## config.mk

```make
export PLATFORM = sky130hd
export DESIGN_NAME = shared_resource_hub
export DESIGN_NICKNAME = d
export VERILOG_FILES = /design/src/rtl/hub_pkg.sv /design/src/rtl/hub_chan_fifo.sv /design/src/rtl/shared_resource_hub.sv
export SDC_FILE = /design/constraint.sdc
export NUM_CORES = 1
export LEC_CHECK = 0
export CAP_MARGIN = 20
export CORE_MARGIN = 2
export CORE_UTILIZATION = 60
export DETAILED_ROUTE_END_ITERATION = 16
export PLACE_DENSITY = 0.85
export SLEW_MARGIN = 0
export SYNTH_ARGS = -nofsm -noshare
export SYNTH_HDL_FRONTEND = slang
export SYNTH_SLANG_ARGS = --single-unit
```

## constraint.sdc

```tcl
create_clock -name clk -period 7.3 [get_ports clk]
set_clock_uncertainty 0.15 [all_clocks]
set_input_delay 1.095 -clock clk [delete_from_list [all_inputs] [get_ports clk]]
set_output_delay 1.095 -clock clk [all_outputs]
set_load 0.1 [all_outputs]
```

## src/rtl/hub_pkg.sv

```systemverilog
// Shared types and helpers for shared_resource_hub.
//  hub_tag_t   : {epoch, channel} request tag (layout for the default 4-channel build)
//  hub_grant_t : result of the round-robin search {found, channel}
//  tag_w()     : tag width for a given channel count
//  rr_next()   : first requesting channel at or above the rr pointer, wrapping
package hub_pkg;

  localparam int HUB_MAX_CH   = 16;
  localparam int HUB_MAX_CH_W = 4;
  localparam int HUB_TAG_CH_W = 2;

  typedef struct packed {
    logic                    epoch;
    logic [HUB_TAG_CH_W-1:0] ch;
  } hub_tag_t;

  typedef struct packed {
    logic                    found;
    logic [HUB_MAX_CH_W-1:0] ch;
  } hub_grant_t;

  function automatic int tag_w(input int n_ch);
    return $clog2(n_ch) + 1;
  endfunction

  // Requests are padded to HUB_MAX_CH; only the low n_ch entries take part.
  function automatic hub_grant_t rr_next(input logic [HUB_MAX_CH-1:0]   req,
                                         input logic [HUB_MAX_CH_W-1:0] ptr,
                                         input int                      n_ch);
    hub_grant_t g;
    int         idx;
    g.found = 1'b0;
    g.ch    = {HUB_MAX_CH_W{1'b0}};
    for (int k = 0; k < HUB_MAX_CH; k++) begin
      idx = (int'(ptr) + k) % n_ch;
      if ((k < n_ch) && !g.found && req[idx[HUB_MAX_CH_W-1:0]]) begin
        g.found = 1'b1;
        g.ch    = idx[HUB_MAX_CH_W-1:0];
      end else begin
        g.found = g.found;
      end
    end
    return g;
  endfunction

endpackage

```

## src/rtl/hub_chan_fifo.sv

```systemverilog
// Per-channel synchronous FIFO with first-word fall-through read data.
//  clk, reset(async active-low)
//  wr/wdata : write strobe and payload (ignored while full or flushing)
//  rd/rdata : pop strobe and head-of-queue payload
//  flush    : empties the FIFO; wins over a same-cycle write or pop
//  full/empty : decoded from registered pointers only
module hub_chan_fifo #(
  parameter int DEPTH  = 4,
  parameter int DATA_W = 32
) (
  input  logic              clk,
  input  logic              reset,
  input  logic              wr,
  input  logic [DATA_W-1:0] wdata,
  input  logic              rd,
  output logic [DATA_W-1:0] rdata,
  input  logic              flush,
  output logic              full,
  output logic              empty
);

  localparam int AW = $clog2(DEPTH);

  // Pointers carry one extra MSB so full and empty differ only by the wrap bit.
  logic [AW:0]       wr_ptr_r;
  logic [AW:0]       rd_ptr_r;
  logic [DATA_W-1:0] mem_r [DEPTH];
  logic              wr_en_s;
  logic              rd_en_s;

  assign wr_en_s = wr & ~full & ~flush;
  assign rd_en_s = rd & ~empty & ~flush;
  assign empty   = (wr_ptr_r == rd_ptr_r);
  assign full    = (wr_ptr_r[AW] != rd_ptr_r[AW]) &&
                   (wr_ptr_r[AW-1:0] == rd_ptr_r[AW-1:0]);
  assign rdata   = mem_r[rd_ptr_r[AW-1:0]];

  // Pointer update; flush returns both pointers to zero.
  always_ff @(posedge clk or negedge reset) begin
    if (!reset) begin
      wr_ptr_r <= '0;
      rd_ptr_r <= '0;
    end else if (flush) begin
      wr_ptr_r <= '0;
      rd_ptr_r <= '0;
    end else begin
      if (wr_en_s) wr_ptr_r <= wr_ptr_r + (AW+1)'(1);
      if (rd_en_s) rd_ptr_r <= rd_ptr_r + (AW+1)'(1);
    end
  end

  // Storage array; contents are don't-care until written.
  always_ff @(posedge clk) begin
    if (wr_en_s) mem_r[wr_ptr_r[AW-1:0]] <= wdata;
  end

endmodule

```

## src/rtl/shared_resource_hub.sv

```systemverilog
// N-channel front end for one shared execution resource.
// Per-channel FIFOs feed a round-robin arbiter and a registered issue stage.
// Requests carry {epoch, channel}; responses are routed back by tag and dropped
// when their epoch no longer matches the channel (stale after a flush).
//  clk, reset(async active-low)
//  ch_in_data/ch_in_valid/ch_stall : per-channel producer interface
//  ch_flush                        : per-channel flush pulse
//  res_req_*                       : request to the shared resource (valid/ready)
//  res_rsp_*                       : response from the resource (no backpressure)
//  ch_out_data/ch_out_valid        : registered per-channel result
//  ch_starve                       : starvation flags
// Optional build macro: HUB_STARVE_MON_EN enables the per-channel wait counters.
module shared_resource_hub
  import hub_pkg::*;
#(
  parameter  int N_CH       = 4,
  parameter  int DATA_W     = 32,
  parameter  int FIFO_DEPTH = 4,
  parameter  int STARVE_LIM = 16,
  localparam int CH_W       = $clog2(N_CH),
  localparam int TAG_W      = tag_w(N_CH)
) (
  input  logic                   clk,
  input  logic                   reset,
  input  logic [N_CH*DATA_W-1:0] ch_in_data,
  input  logic [N_CH-1:0]        ch_in_valid,
  input  logic [N_CH-1:0]        ch_flush,
  output logic [N_CH-1:0]        ch_stall,
  output logic                   res_req_valid,
  output logic [DATA_W-1:0]      res_req_data,
  output logic [TAG_W-1:0]       res_req_tag,
  input  logic                   res_req_ready,
  input  logic                   res_rsp_valid,
  input  logic [DATA_W-1:0]      res_rsp_data,
  input  logic [TAG_W-1:0]       res_rsp_tag,
  output logic [N_CH*DATA_W-1:0] ch_out_data,
  output logic [N_CH-1:0]        ch_out_valid,
  output logic [N_CH-1:0]        ch_starve
);

  logic [N_CH-1:0]        empty_s;
  logic [N_CH-1:0]        full_s;
  logic [N_CH-1:0]        rd_s;
  logic [DATA_W-1:0]      rdata_s [N_CH];
  logic [N_CH-1:0]        epoch_r;
  logic [CH_W-1:0]        rr_ptr_r;
  logic                   req_valid_r;
  logic [DATA_W-1:0]      req_data_r;
  logic [TAG_W-1:0]       req_tag_r;
  logic [HUB_MAX_CH-1:0]  req_s;
  hub_grant_t             grant_s;
  logic [CH_W-1:0]        gnt_ch_s;
  logic                   load_s;
  logic [CH_W-1:0]        rsp_ch_s;
  logic [N_CH-1:0]        out_sel_s;
  logic [N_CH-1:0]        out_valid_r;
  logic [N_CH*DATA_W-1:0] out_data_r;

  for (genvar i = 0; i < N_CH; i++) begin : g_fifo
    hub_chan_fifo #(.DEPTH(FIFO_DEPTH), .DATA_W(DATA_W)) u_fifo (
      .clk   (clk),
      .reset (reset),
      .wr    (ch_in_valid[i]),
      .wdata (ch_in_data[i*DATA_W +: DATA_W]),
      .rd    (rd_s[i]),
      .rdata (rdata_s[i]),
      .flush (ch_flush[i]),
      .full  (full_s[i]),
      .empty (empty_s[i])
    );
  end

  assign ch_stall = full_s;
  assign load_s   = ~req_valid_r | res_req_ready;
  assign grant_s  = rr_next(req_s, HUB_MAX_CH_W'(rr_ptr_r), N_CH);
  assign gnt_ch_s = CH_W'(grant_s.ch);

  // Arbiter request vector; a channel being flushed this cycle is not eligible.
  always_comb begin
    req_s            = '0;
    req_s[N_CH-1:0]  = ~empty_s & ~ch_flush;
  end

  // Pop the granted FIFO whenever the issue register takes a new entry.
  always_comb begin
    rd_s = '0;
    if (load_s && grant_s.found) begin
      rd_s[gnt_ch_s] = 1'b1;
    end else begin
      rd_s = '0;
    end
  end

  // Issue register and rr pointer; outputs hold while valid and not ready.
  always_ff @(posedge clk or negedge reset) begin
    if (!reset) begin
      req_valid_r <= 1'b0;
      req_data_r  <= '0;
      req_tag_r   <= '0;
      rr_ptr_r    <= '0;
    end else if (load_s) begin
      if (grant_s.found) begin
        req_valid_r <= 1'b1;
        req_data_r  <= rdata_s[gnt_ch_s];
        req_tag_r   <= {epoch_r[gnt_ch_s], gnt_ch_s};
        rr_ptr_r    <= (gnt_ch_s == CH_W'(N_CH - 1)) ? '0 : gnt_ch_s + CH_W'(1);
      end else begin
        req_valid_r <= 1'b0;
      end
    end
  end

  // Epoch bits flip on flush so in-flight responses become stale.
  always_ff @(posedge clk or negedge reset) begin
    if (!reset) epoch_r <= '0;
    else        epoch_r <= epoch_r ^ ch_flush;
  end

  assign rsp_ch_s = res_rsp_tag[CH_W-1:0];

  // Response demux; compares against the pre-flush epoch register.
  always_comb begin
    out_sel_s = '0;
    if (res_rsp_valid && (int'(rsp_ch_s) < N_CH) &&
        (res_rsp_tag[CH_W] == epoch_r[rsp_ch_s])) begin
      out_sel_s[rsp_ch_s] = 1'b1;
    end else begin
      out_sel_s = '0;
    end
  end

  // Registered result outputs; data of idle channels keeps its last value.
  always_ff @(posedge clk or negedge reset) begin
    if (!reset) begin
      out_valid_r <= '0;
      out_data_r  <= '0;
    end else begin
      out_valid_r <= out_sel_s;
      for (int i = 0; i < N_CH; i++) begin
        if (out_sel_s[i]) out_data_r[i*DATA_W +: DATA_W] <= res_rsp_data;
      end
    end
  end

  assign res_req_valid = req_valid_r;
  assign res_req_data  = req_data_r;
  assign res_req_tag   = req_tag_r;
  assign ch_out_valid  = out_valid_r;
  assign ch_out_data   = out_data_r;

`ifdef HUB_STARVE_MON_EN
  localparam int SW = $clog2(STARVE_LIM + 1);

  logic [SW-1:0]   wait_cnt_r [N_CH];
  logic [N_CH-1:0] starve_r;

  // Wait counters saturate at STARVE_LIM; the flag is registered alongside.
  always_ff @(posedge clk or negedge reset) begin
    if (!reset) begin
      for (int i = 0; i < N_CH; i++) wait_cnt_r[i] <= '0;
      starve_r <= '0;
    end else begin
      for (int i = 0; i < N_CH; i++) begin
        if (ch_flush[i] || rd_s[i]) begin
          wait_cnt_r[i] <= '0;
          starve_r[i]   <= 1'b0;
        end else if (!empty_s[i] && (wait_cnt_r[i] != SW'(STARVE_LIM))) begin
          wait_cnt_r[i] <= wait_cnt_r[i] + SW'(1);
          starve_r[i]   <= (wait_cnt_r[i] == SW'(STARVE_LIM - 1));
        end
      end
    end
  end

  assign ch_starve = starve_r;
`else
  logic [31:0] unused_starve_lim_s;
  assign unused_starve_lim_s = 32'(STARVE_LIM);
  assign ch_starve           = '0;
`endif

endmodule

```

run_1/zoom.png
Window x 152 to 177, y 42 to 67 um. Cells in grey, sequential cells in the stronger grey; small squares are vias.
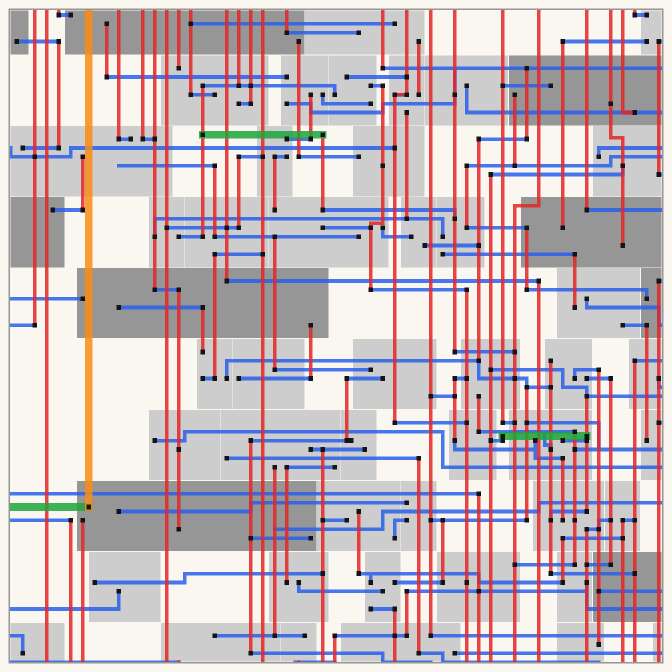
Key: met4 = orange; met2 = red; met1 = blue; met3 = green
Sequential cells in the window: 5. 47 logic cells have their middle in the window. Netlist names of flops here include g_fifo.u_fifo.rd_ptr_r (3). Most frequent: nor2_1 (6), buf_4 (6).

run_1/met4.png
Cells faint in the background.
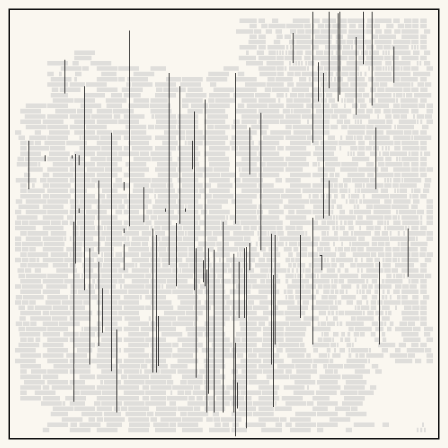
The layer carries 3080 um of wire. The wires run mostly vertical. The layer holds 4.6% of the routed length. 55 nets have wire on it. The longest straight run is 122 um.
vias: 14910
Final Routed Wirelength: 67430 um

==> changes_impl.md, run 1 <==
### Implementation results

- Most frequent cells after synthesis: edfxtp_1 (512), dfrtp_1 (198), nand2_1 (148), mux4_2 (128), mux2_2 (97)
- CP max stage delay: 1130 ps
- Post-CTS setup buffers: 0
- Slew margin rel.: 23.81%
- Cell Area, Synth: 27740 um2
- Largest cells by area: edfxtp_1 (55%), dfrtp_1 (18%), mux4_2 (10%)
- Power per standard cell area: 422.5 nW/um2
- VDD IR max: 0.7187 mV
- Row cnt: 78
- Post-cts sizing count: 0
- Crit share post-route: 63.31%
- Routability cong.: between 0.8 and 0.9
- Hold Violations, Final: 0
- Internal Power: a little over 8000 uW
- Main flop type: edfxtp_1
- Gate Count Post-Synth: 1449
- Buffers added on ports: between 300 and 400
- Post-route ant nets: 0
- Worst-path maximum fanout: 35
- Capturing point of the worst reg2reg path: res_req_data[15]$_DFFE_PN0N_
- Remaining Overflow, GRT: 0
- Critical path's top delay family: buffers and inverters
- Clk pwr share: 23.8%
- Hold-fix buffers, CTS: 0
- Dpl cells: 2347
- Met1 global-route usage: a little over a third
- P&R area growth vs syn: 22.64%
- Number of global-route vias before repair: 15650
- Pre-antenna DRT Iters: 6
- Synth Seq Share: 73.28%
- Yosys warning count: 0
- Status: completed
- Synth unique cells: between 40 and 50
- R2R Path Start: g_fifo[0].u_fifo.rd_ptr_r[0]$_DFFE_PN0P_
- Critical path class: flop to output port
- Top area contributor share: 55.42%
- Sw Share: 42.80%
- TritonCTS clock tree: done
- CTS clock-pin slew for the worst setup and hold paths: around 60 ps
- Root buffer cell: clkbuf_16
- Final setup vio count: 0
- Largest net degree at the start of global routing: 135
- Die Span Y: 219.0 um
- Top-count cell post-synth: edfxtp_1
- I/O Pins: 351
- Req. time, crit path: 6050 ps
- Combinational power share: roughly 40%
- Vias per inst: 6.006
- Gr busiest metal: met2
- LEAKAGE: about 0.012 uW
- Number of flops mapped to enable cells by yosys: 512
- Maximum clock frequency: approximately 220 MHz
- Worst Setup End Kind: output port
- RSZ-0062 raised after global routing: no
- MaxCap Viol Count: 0
- Final #Nets: 2020
- DIE WIDTH: 219.0 um
- Chip area in the Yosys report: 27740 um2
- Total track usage: 28.83%
- Iter 0 DRT Violations: 1471
- Metal3 WL: 5287 um
- Crit start category: flop
- Seq pwr share: 36.6%
- Core area: 45480 um2
- #FFs+latches synth: 710
- Cell taking the most area after synthesis: edfxtp_1
- Chip area: 47970 um2
- Detailed-placement wirelength estimate: 43830 um
- Share of cells above drive strength 1: a little over a fifth
- Crit. path cell count: 5
- Final Max Tran Viols: 0
- Min cycle time layout: 4622 ps
- Ys async rst share: 27.89%
- Crit-path slowest cell: clkdlybuf4s50_1
- Final setup TNS: 0 ps
- Yosys stat cell total: 1449
- Clock sinks: 710
- Min-delay worst type: input pin to async pin
- OpenROAD warning count: 43
- Clock Path Buffers: 3
- Post-Syn Area per Cell: 19.15 um2
- # fillers: 2513
- Initial antenna violation count: 9
- WHS: 201.1 ps
- M3 GR Usage: 6.071%
- CTS H-tree lvls: 3
- Data arrival time of the critical path: 3380 ps
- Total CTS buffers: 71
- R2R Setup Slk: ~3600 ps
- Met2 WL: 35310 um
run_1/metal_stack.png
Only two layers are drawn.
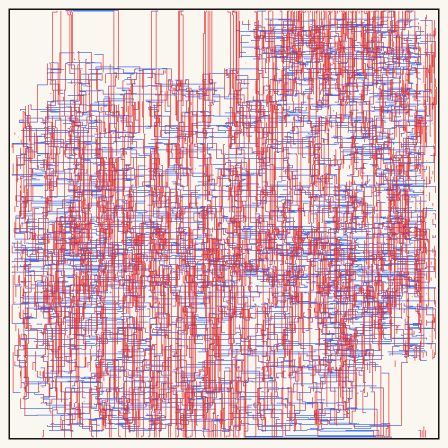
Key: met1 = blue [wire length 23.7 mm]; met2 = red [wire length 35.3 mm]

## run 1: stage by stage
| step | power [uW] | instance area (um2) | utilization (%) | setup WS [ps] |
|---|---|---|---|---|
| 2_1_floorplan | 9485 | 27750 | - | 4051 |
| 3_3_place_gp | 10880 | 31800 | 69.93 | 3195 |
| 3_5_place_dp | 10990 | 31800 | 69.93 | 3063 |
| 4_1_cts | 14430 | 33990 | 74.73 | 2612 |
| 5_1_grt | 14780 | 34020 | 74.81 | 2469 |
| 6_report | 14380 | 34020 | 74.81 | 2678 |
## run 1: cell families after synthesis
group	count (synthesis)	synth area share (%)
compound gates	62	2.444
xor+xnor	38	1.254
fa+ha+maj	24	1.082
buf+inv	104	1.854
flops	710	73.28
mux	292	16.75
other cells	1	0.01352
simple gates	218	3.324
## run 1: worst reg2reg max path: stages (launching register included)
cell and delay [ps]:
dfrtp_2 340, buf_4 580, xnor2_2 230, a311oi_1 160, o31ai_1 270, o311a_4 350, buf_4 810, mux2i_1 520
o221ai_2 160
## run 1: final cells by class
cell class | instances | area, um2 | share of cell area, %
flip-flops and latches | 710 | 20330 | 59.77
repair buffers | 378 | 3727 | 10.96
clock inverters | 31 | 196.4 | 0.5774
diodes | 3 | 7.507 | 0.02207
well taps | 600 | 750.7 | 2.207
inverters | 22 | 82.58 | 0.2427
clock buffers | 100 | 1989 | 5.847
multi-input cells | 638 | 6934 | 20.38
## run 1: power groups by stage
stage | Sequential (uW) | Combinational [uW] | Clock [uW]
after global placement | 5300 | 5590 | 0
after global routing | 5310 | 5840 | 3640
after floorplan | 8490 | 998 | 0
after detailed placement | 5330 | 5670 | 0
final | 5260 | 5690 | 3420
after CTS | 5260 | 5700 | 3470
## run 1: state kept, by name, summed over array words and instances, names as in the netlist
name                    flops
g_fifo.u_fifo.mem_r       512
ch_out_data               128
res_req_data               32
g_fifo.u_fifo.rd_ptr_r     12
g_fifo.u_fifo.wr_ptr_r     12
ch_out_valid                4
epoch_r                     4
res_req_tag                 3
rr_ptr_r                    2
res_req_valid               1
## run 1: how the worst max path moves through the flow
stage | start | end | slack, ps
after floorplan | ch_flush[1] | g_fifo[2].u_fifo.rd_ptr_r[2]$_DFFE_PN0P_ | 4050
after global placement | ch_flush[0] | res_req_data[17]$_DFFE_PN0N_ | 3190
after detailed placement | ch_flush[0] | res_req_data[5]$_DFFE_PN0N_ | 3060
after CTS | g_fifo[3].u_fifo.rd_ptr_r[0]$_DFFE_PN0P_ | ch_stall[3] | 2610
after global routing | g_fifo[3].u_fifo.rd_ptr_r[0]$_DFFE_PN0P_ | ch_stall[3] | 2470
final | g_fifo[3].u_fifo.rd_ptr_r[0]$_DFFE_PN0P_ | ch_stall[3] | 2680
## run 1: cell usage in the layout, fill, tap and decap left out, types with 5 or more instances in the layout
cell type,n
clkinv_1,12
o221ai_1,5
edfxtp_1,512
clkbuf_1,22
mux4_2,128
and2_1,16
nand2_1,148
buf_4,31
nor3_1,5
inv_1,21
xor2_1,17
nor2_1,25
ha_1,24
o221ai_2,28
nand3_1,10
clkdlybuf4s50_1,345
clkinv_2,11
a21oi_1,8
clkbuf_16,74
dfrtp_1,194
mux2_2,97
mux2i_1,66
clkbuf_8,5
xnor2_1,19
==> inputs of run 2 (changes only) <==
--- a/config.mk
+++ b/config.mk
@@ -7,9 +7,9 @@
 export LEC_CHECK = 0
 export CAP_MARGIN = 20
 export CORE_MARGIN = 2
-export CORE_UTILIZATION = 60
+export CORE_UTILIZATION = 50
 export DETAILED_ROUTE_END_ITERATION = 16
-export PLACE_DENSITY = 0.85
+export PLACE_DENSITY = 0.76
 export SLEW_MARGIN = 0
 export SYNTH_ARGS = -nofsm -noshare
 export SYNTH_HDL_FRONTEND = slang
==> constraint.sdc (replaced) <==
create_clock -name clk -period 4.2 [get_ports clk]
set_clock_uncertainty 0.15 [all_clocks]
set_input_delay 0.63 -clock clk [delete_from_list [all_inputs] [get_ports clk]]
set_output_delay 0.63 -clock clk [all_outputs]
set_load 0.1 [all_outputs]
run_2/pdn.png
Scale bar: 50 um. Pins as bars on the die edge. Tap cells in grey.
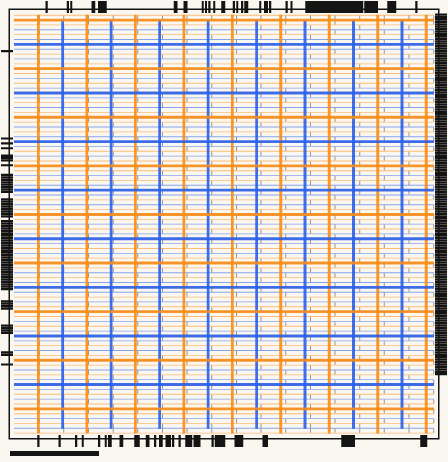
Key: VSS = orange; VDD = blue
351 signal pins sit on the boundary. 87 met1 rails follow the rows. 748 tap cells. 17 straps on met5.
VDD IR max: 0.9878 mV
Die Span Y: 239.6 um
DIE WIDTH: 239.6 um
core area: 54990 um2

==> changes_impl.md, run 2 <==
### Implementation results

- Status: complete, but fails checks (was completed)
- Failing checks: hold timing
- Req. time, crit path: 3420 ps (was 6050 ps)
- Top-count cell post-synth: edfxtp_1 (unchanged)
- Hold Violations, Final: 5 (was 0)
- Worst Setup End Kind: output port (unchanged)
- Ys async rst share: 27.89% (unchanged)
- Min cycle time layout: 3027 ps
- Root buffer cell: clkbuf_16 (unchanged)
- Final Routed Wirelength: 62710 um (was 67430 um)
- Final setup vio count: 0 (unchanged)
- Gate Count Post-Synth: 1449 (unchanged)
- Post-route ant nets: 0 (unchanged)
- Yosys warning count: 0 (unchanged)
- Min-delay worst type: input pin to async pin (unchanged)
- CP max stage delay: 1180 ps (was 1130 ps)
- Crit share post-route: 72.06%
- Capturing point of the worst reg2reg path: res_req_data[18]$_DFFE_PN0N_ (was res_req_data[15]$_DFFE_PN0N_)
- Number of global-route vias before repair: 14950 (was 15650)
- Clock Path Buffers: 3 (unchanged)
- Critical path class: flop to output port (unchanged)
- Yosys stat cell total: 1449 (unchanged)
- TritonCTS clock tree: done (unchanged)
- Synth unique cells: 45 (unchanged)
- R2R Setup Slk: 1200 ps (was 3580 ps)
- Pre-antenna DRT Iters: 7 (was 6)
- Cell Area, Synth: 27740 um2 (unchanged)
- WHS: -15.03 ps (was 201.1 ps)
- Power per standard cell area: 733.9 nW/um2 (was 422.5 nW/um2)
- Vias: 14450 (was 14910)
- Post-cts sizing count: 0 (unchanged)
- Iter 0 DRT Violations: 1191 (was 1471)
- Critical path's top delay family: buffers and inverters (unchanged)
- R2R Path Start: g_fifo[0].u_fifo.rd_ptr_r[2]$_DFFE_PN0P_ (was g_fifo[0].u_fifo.rd_ptr_r[0]$_DFFE_PN0P_)
- Total CTS buffers: 73 (was 71)
- Largest cells by area: edfxtp_1 (55%), dfrtp_1 (18%), mux4_2 (10%) (unchanged)
- Routability cong.: 0.8558 (was 0.8493)
- Share of cells above drive strength 1: 21.77% (was 21.23%)
- Final Max Tran Viols: 0 (unchanged)
- # fillers: 3807 (was 2513)
- Chip area in the Yosys report: 27740 um2 (unchanged)
- Final #Nets: 2024 (was 2020)
- MaxCap Viol Count: 0 (unchanged)
- Detailed-placement wirelength estimate: 42190 um (was 43830 um)
- Maximum clock frequency: 330.4 MHz
- Largest net degree at the start of global routing: 112 (was 135)
- Worst-path maximum fanout: 2 (was 35)
- DP Worst Slack: 737.5 ps (was 3063 ps)
- Reg area: 20330 um2 (unchanged)
- Final setup TNS: 0 ps (unchanged)
- Logic area: 6934 um2 (unchanged)
- Data arrival time of the critical path: 2250 ps (was 3380 ps)
- RSZ-0062 raised after global routing: no (unchanged)
- Cell taking the most area after synthesis: edfxtp_1 (unchanged)
- Number of flops mapped to enable cells by yosys: 512 (unchanged)
- Main flop type: edfxtp_1 (unchanged)
- Post-Syn Area per Cell: 19.15 um2 (unchanged)
- Worst Slack Setup Final: 1173 ps (was 2678 ps)
- CTS clock-pin slew for the worst setup and hold paths: 60 ps (about the same)
- Crit-path slowest cell: clkdlybuf4s50_1 (unchanged)
- Initial antenna violation count: 9 (unchanged)
- Worst Setup SP: res_req_data[3]$_DFFE_PN0N_ (was g_fifo[3].u_fifo.rd_ptr_r[0]$_DFFE_PN0P_)
- I/O Pins: 351 (unchanged)
- Row cnt: 86 (was 78)
- Chip area: 57390 um2 (was 47970 um2)
- Max reg flops: 512 (unchanged)
- LEAKAGE: 0.01210 uW (was 0.01203 uW)
- CTS H-tree lvls: 3 (unchanged)
run_2/final_congestion.png
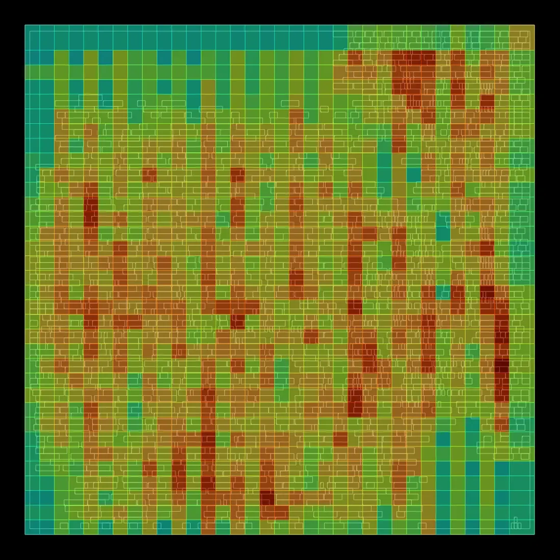
met1 global-route usage: 28.34%
M3 GR Usage: 4.760%
total track usage: 22.30%
met2 Usage GRT: 38.16%
gr busiest metal: met2

-- run 2: cell type report --
type	count	share of cell area, %
multi-input combinational	638	20.19
tap	748	2.725
timing repair buffer	380	10.88
inverter	22	0.2404
clock buffer	102	5.909
sequential	710	59.20
clock inverter	27	0.8342
antenna	3	0.02186
-- run 2: how the worst max path moves through the flow --
stage	end	cells after the start
2_1_floorplan	g_fifo[2].u_fifo.rd_ptr_r[2]$_DFFE_PN0P_	13
3_3_place_gp	res_req_data[14]$_DFFE_PN0N_	8
3_5_place_dp	res_req_data[18]$_DFFE_PN0N_	7
4_1_cts	ch_out_data[67]	1
5_1_grt	res_req_data[3]	1
6_report	res_req_data[3]	1
-- run 2: cell families after synthesis --
kind of cell	Yosys count	synth area share, %
other	1	0.01352
XOR/XNOR	38	1.254
buffers and inverters	104	1.854
AND/OR/NAND/NOR	218	3.324
flip-flops	710	73.28
multiplexers	292	16.75
AND-OR/OR-AND	62	2.444
adder cells (fa/ha/maj)	24	1.082
-- run 2: worst register-to-register path, delay by kind of cell, from the launching register on --
kind	cells	cell delay (ps)
AND-OR/OR-AND	4	1070
flip-flops	1	400
buffers and inverters	1	380
XOR/XNOR	1	380
multiplexers	1	500
-- run 2: per-stage QoR --
stage | power (uW) | hold WS (ps) | util [%] | area, um2 | cells
after floorplan | 16490 | 184.4 | - | 27750 | 1452
after global placement | 18950 | 312.0 | 58.24 | 32020 | 2498
after detailed placement | 19100 | 312.2 | 58.24 | 32020 | 2498
after CTS | 25380 | 27.38 | 62.45 | 34340 | 2627
after global routing | 26030 | 62.91 | 62.46 | 34350 | 2629
final | 25210 | -15.03 | 62.47 | 34350 | 2630
-- run 2: routing by layer --
| layer | vias up | part of all wire (%) |
|---|---|---|
| met1 | 7435 | 38 |
| met3 | 106 | 7.0 |
| met4 | 14 | 2.8 |
| met5 | - | 0.13 |
| met2 | 529 | 52 |
| li1 | 6362 | - |
-- run 2: report_power, final --
group | internal [uW] | switching, uW | leakage (uW)
Combinational | 2410 | 7360 | 0.00389
Sequential | 8500 | 666 | 0.00709
Clock | 3640 | 2630 | 0.00112
Power and IR drop assume default switching activity.
